==> config.mk <==
export PLATFORM = sky130hd
export DESIGN_NAME = cal_ctrl
export DESIGN_NICKNAME = d
export VERILOG_FILES = /design/src/rtl/cal_ctrl.sv
export SDC_FILE = /design/constraint.sdc
export NUM_CORES = 1
export LEC_CHECK = 0
export CAP_MARGIN = 20
export CORE_ASPECT_RATIO = 1.5
export CORE_UTILIZATION = 55
export CTS_BUF_LIST = sky130_fd_sc_hd__clkbuf_8
export CTS_CLUSTER_DIAMETER = 200
export DETAILED_ROUTE_END_ITERATION = 10
export PLACE_DENSITY = 0.86
export SLEW_MARGIN = 20
export SYNTH_ARGS = -nofsm -noshare
export SYNTH_HDL_FRONTEND = slang
export SYNTH_SLANG_ARGS = --single-unit
export TNS_END_PERCENT = 20
==> constraint.sdc <==
create_clock -name clk -period 2.6 [get_ports clk]
set_clock_uncertainty 0.1 [all_clocks]
set_input_delay 0.39 -clock clk [delete_from_list [all_inputs] [get_ports clk]]
set_output_delay 0.39 -clock clk [all_outputs]
set_load 0.1 [all_outputs]
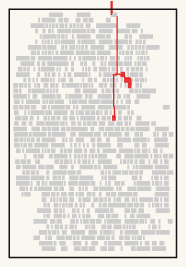
**Above:** run 1 (port wiring).
Drawn at 2 px/µm.
- red: `dp_result_valid` (bits 1; direction input; edge top; end cells 5; buffers 2; wire 69.5 µm)
IO Port Bufs: 59
io pins: 60

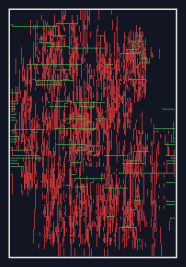
**Above:** run 1 (metal layers overlaid).
Drawn at 2 px/µm. Only two layers are drawn.
- red: met2 (wire length 6740 µm)
- green: met3 (wire length 632 µm)
Total GRT Usage: 25.62%
via count: 5267
final wirelength: 12.94 mm
WL/cell: 14.86 µm

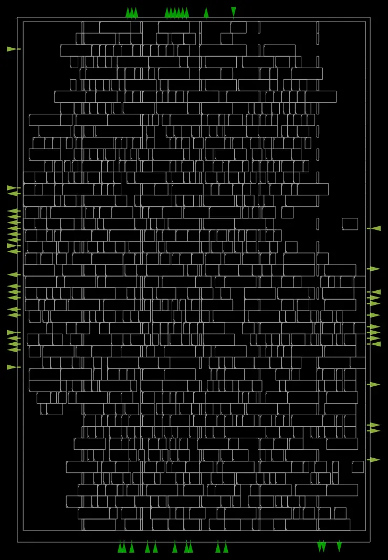
**Above:** run 1 (cell outlines without signal wires).
# Taps: 115
flop count: 102
Core Region: 9634 µm²

==> flow_summary.ini, run 1 <==
; synthesis and place-and-route metrics
[cts]
cts_setup_buffers = 0
cts_htree_levels = 3
cts_tree = built
clock_sinks = 102
cts-root-buf = clkbuf_8

[synthesis]
ys_warn_count = 0
most_common_cell = dfxtp_1
yosysTopAreaCell = dfxtp_1

[layout]
drive_above_1_share_pct = 16.01
final_layout_top_logic_cells = 102 x dfxtp_1, 92 x nor2_1, 80 x buf_4, 72 x nand2_1, 63 x a21oi_1
lay_top_count = dfxtp_1
n_clock_buffer = 9
regArea_um2 = 2042

[setup_path]
cp_max_fo = 3
critPathKind = input pin to flop
rrSetupSlack_ps = 130

[timing]
period_used_pct = 94.92
worstMarginPinSlew_ps = 670.2

[power_and_ir_drop]
p_comb_share_pct = 31.5
clkPwrFrac_pct = 26.6

[grt]
antenna_found_initial = 0

[status]
status = complete, no violations
run 1: logic make-up (layout without fill, tap and decap cells):
logic type               after synthesis  after routing  synth area share [%]
AND-OR/OR-AND                        187            187                 22.27
XOR/XNOR                              20             20                 3.242
flip-flops                           102            102                 37.79
adder cells (fa/ha/maj)               24             24                 5.696
buffers and inverters                 41            126                 3.265
multiplexers                           1              1                0.1852
AND/OR/NAND/NOR                      296            296                 27.55
run 1: through the flow:
step	TNS [ps]	total power, W	setup WS, ps	util, %	std cells
after floorplan	0	0.002737	223.5	-	671
after global placement	-1152	0.003023	-169.6	64.61	855
after detailed placement	-2480	0.003071	-270.3	64.61	855
after CTS	0	0.004161	53.62	66.94	871
after global routing	-54.24	0.004389	-31.66	67.19	871
final	0	0.004180	132.2	67.19	871
run 1: critical path, cell delays in order:
cell             delay (ps)
clkdlybuf4s50_1         510
ha_1                    350
a211oi_1                 90
o211ai_1                260
a41oi_2                 230
and3_1                  240
or4_1                   470
a21oi_1                 140
run 1: power groups by stage:
stage	Combinational, W	Sequential (W)	Clock [W]
floorplan	0.000917	0.00182	0
global placement	0.00124	0.00178	0
detailed placement	0.00129	0.00178	0
CTS	0.00129	0.00175	0.00112
global route	0.00143	0.00177	0.00119
finish	0.00132	0.00175	0.00111
run 1: repair_timing:
action	in CTS	in global routing
gates cloned	0	0
pin swaps	0	5
setup endpoints to repair	1	7
gates resized	1	5
run 1: metal layers:
layer  wire [µm]  part of all wire (%)  track usage, %  vias to the layer above
li1            -                     -               -                     2594
met1        5255                    41           28.68                     2484
met2        6737                    52           47.49                      158
met5           0                     0               0                        -
met3         632                   4.9           4.806                       31
met4         319                   2.5           10.78                        0
--- run 2 (diff from run 1) ---
--- a/config.mk
+++ b/config.mk
@@ -12,6 +12,7 @@
 export CTS_CLUSTER_DIAMETER = 200
 export DETAILED_ROUTE_END_ITERATION = 10
 export PLACE_DENSITY = 0.86
+export REMOVE_ABC_BUFFERS = 1
 export SLEW_MARGIN = 20
 export SYNTH_ARGS = -nofsm -noshare
 export SYNTH_HDL_FRONTEND = slang
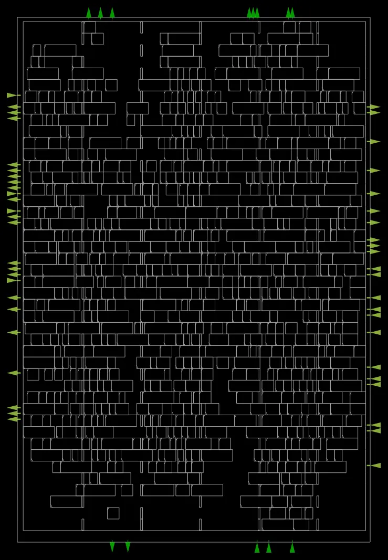
**Above:** run 2 (cell outlines without signal wires).
Seq/total area: 31.71%
Fillers: 773

==> flow_summary.ini, run 2 <==
; synthesis and place-and-route metrics
[power_and_ir_drop]
p_comb_share_pct = 33.5
clkPwrFrac_pct = 23.4
p_total_w = 0.004044

[status]
status = complete, no violations

[layout]
regArea_um2 = 2042
final_layout_top_logic_cells = 102 x dfxtp_1, 92 x nor2_1, 87 x buf_4, 72 x nand2_1, 63 x a21oi_1
final_core_util_pct = 66.83
lay_top_count = dfxtp_1
stdcell_count = 876

[grt]
antenna_found_initial = 0
gr-usage-all-layers_pct = 26.55

[cts]
cts_htree_levels = 3
clock_sinks = 102
cts_resized = 0

[detailed_routing]
detail_route.wl_per_cell_um = 15.23

[timing]
worstMarginPinSlew_ps = 568.7
tns_ps = 0
period_used_pct = 94.11

[setup_path]
cp_max_fo = 3
rrSetupSlack_ps = 170

[placement]
place_inst = 860
port_buffers = 59
pre_cts_ws_ps = -240.0

[synthesis]
most_common_cell = dfxtp_1
ys_warn_count = 0

[die]
fp.coreArea_um2 = 9634
pin_count = 60
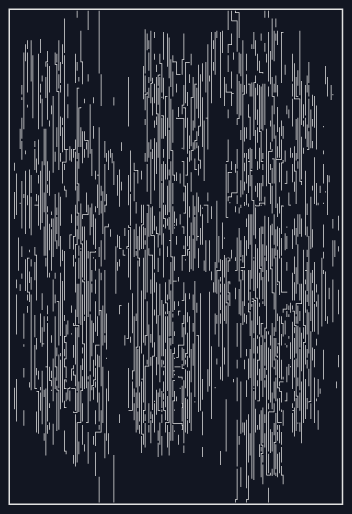
**Above:** run 2 (met2 routing).
Drawn at 4 px/µm.
- share of all routed wire: 52%
- wire length on this layer: 6930 µm
- nets with wire on the layer: 687
- main direction: vertical
final wirelength: 13.34 mm
via count: 5327
M2 GR Usage: 49.44%

-- run 2: cell counts after synthesis --
Identical to the previous run, type by type.
-- run 2: critical path: stages --
cell and delay [ps]:
clkdlybuf4s50_1 420, ha_1 250, fa_1 410, a21oi_1 200, nor2_1 110, nor2_1 90
o21ai_0 120, a311oi_1 320, xnor2_1 100, a32o_1 220
-- run 2: cells by family after synthesis --
family / count (synthesis) / synth area share (%)
AND-OR/OR-AND: 187 / 22.27
XOR/XNOR: 20 / 3.242
adder cells (fa/ha/maj): 24 / 5.696
buffers and inverters: 41 / 3.265
flip-flops: 102 / 37.79
multiplexers: 1 / 0.1852
AND/OR/NAND/NOR: 296 / 27.55
-- run 2: power by group through the flow --
stage                     clock network [W]  registers [W]  logic (W)
final                              0.000948        0.00174    0.00136
after global routing                0.00102        0.00175    0.00148
after CTS                          0.000964        0.00174    0.00132
after detailed placement                  0        0.00177    0.00132
after global placement                    0        0.00177    0.00128
after floorplan                           0        0.00183   0.000833
-- run 2: metal layers --
metal	vias to the layer above	part of all wire, %	global-route usage (%)
met5	-	0	0
li1	2607	-	-
met2	161	52	49.44
met1	2525	41	29.19
met4	0	2.5	12.72
met3	34	4.1	4.606
-- run 2: cell type report --
class / instances / area share (%)
multi-input cells: 528 / 49.81
flip-flops and latches: 102 / 31.71
repair buffers: 105 / 12.86
well taps: 115 / 2.235
clock buffers: 9 / 1.924
clock inverters: 7 / 0.8745
inverters: 10 / 0.5830
Power is estimated from default activity; no workload was simulated.
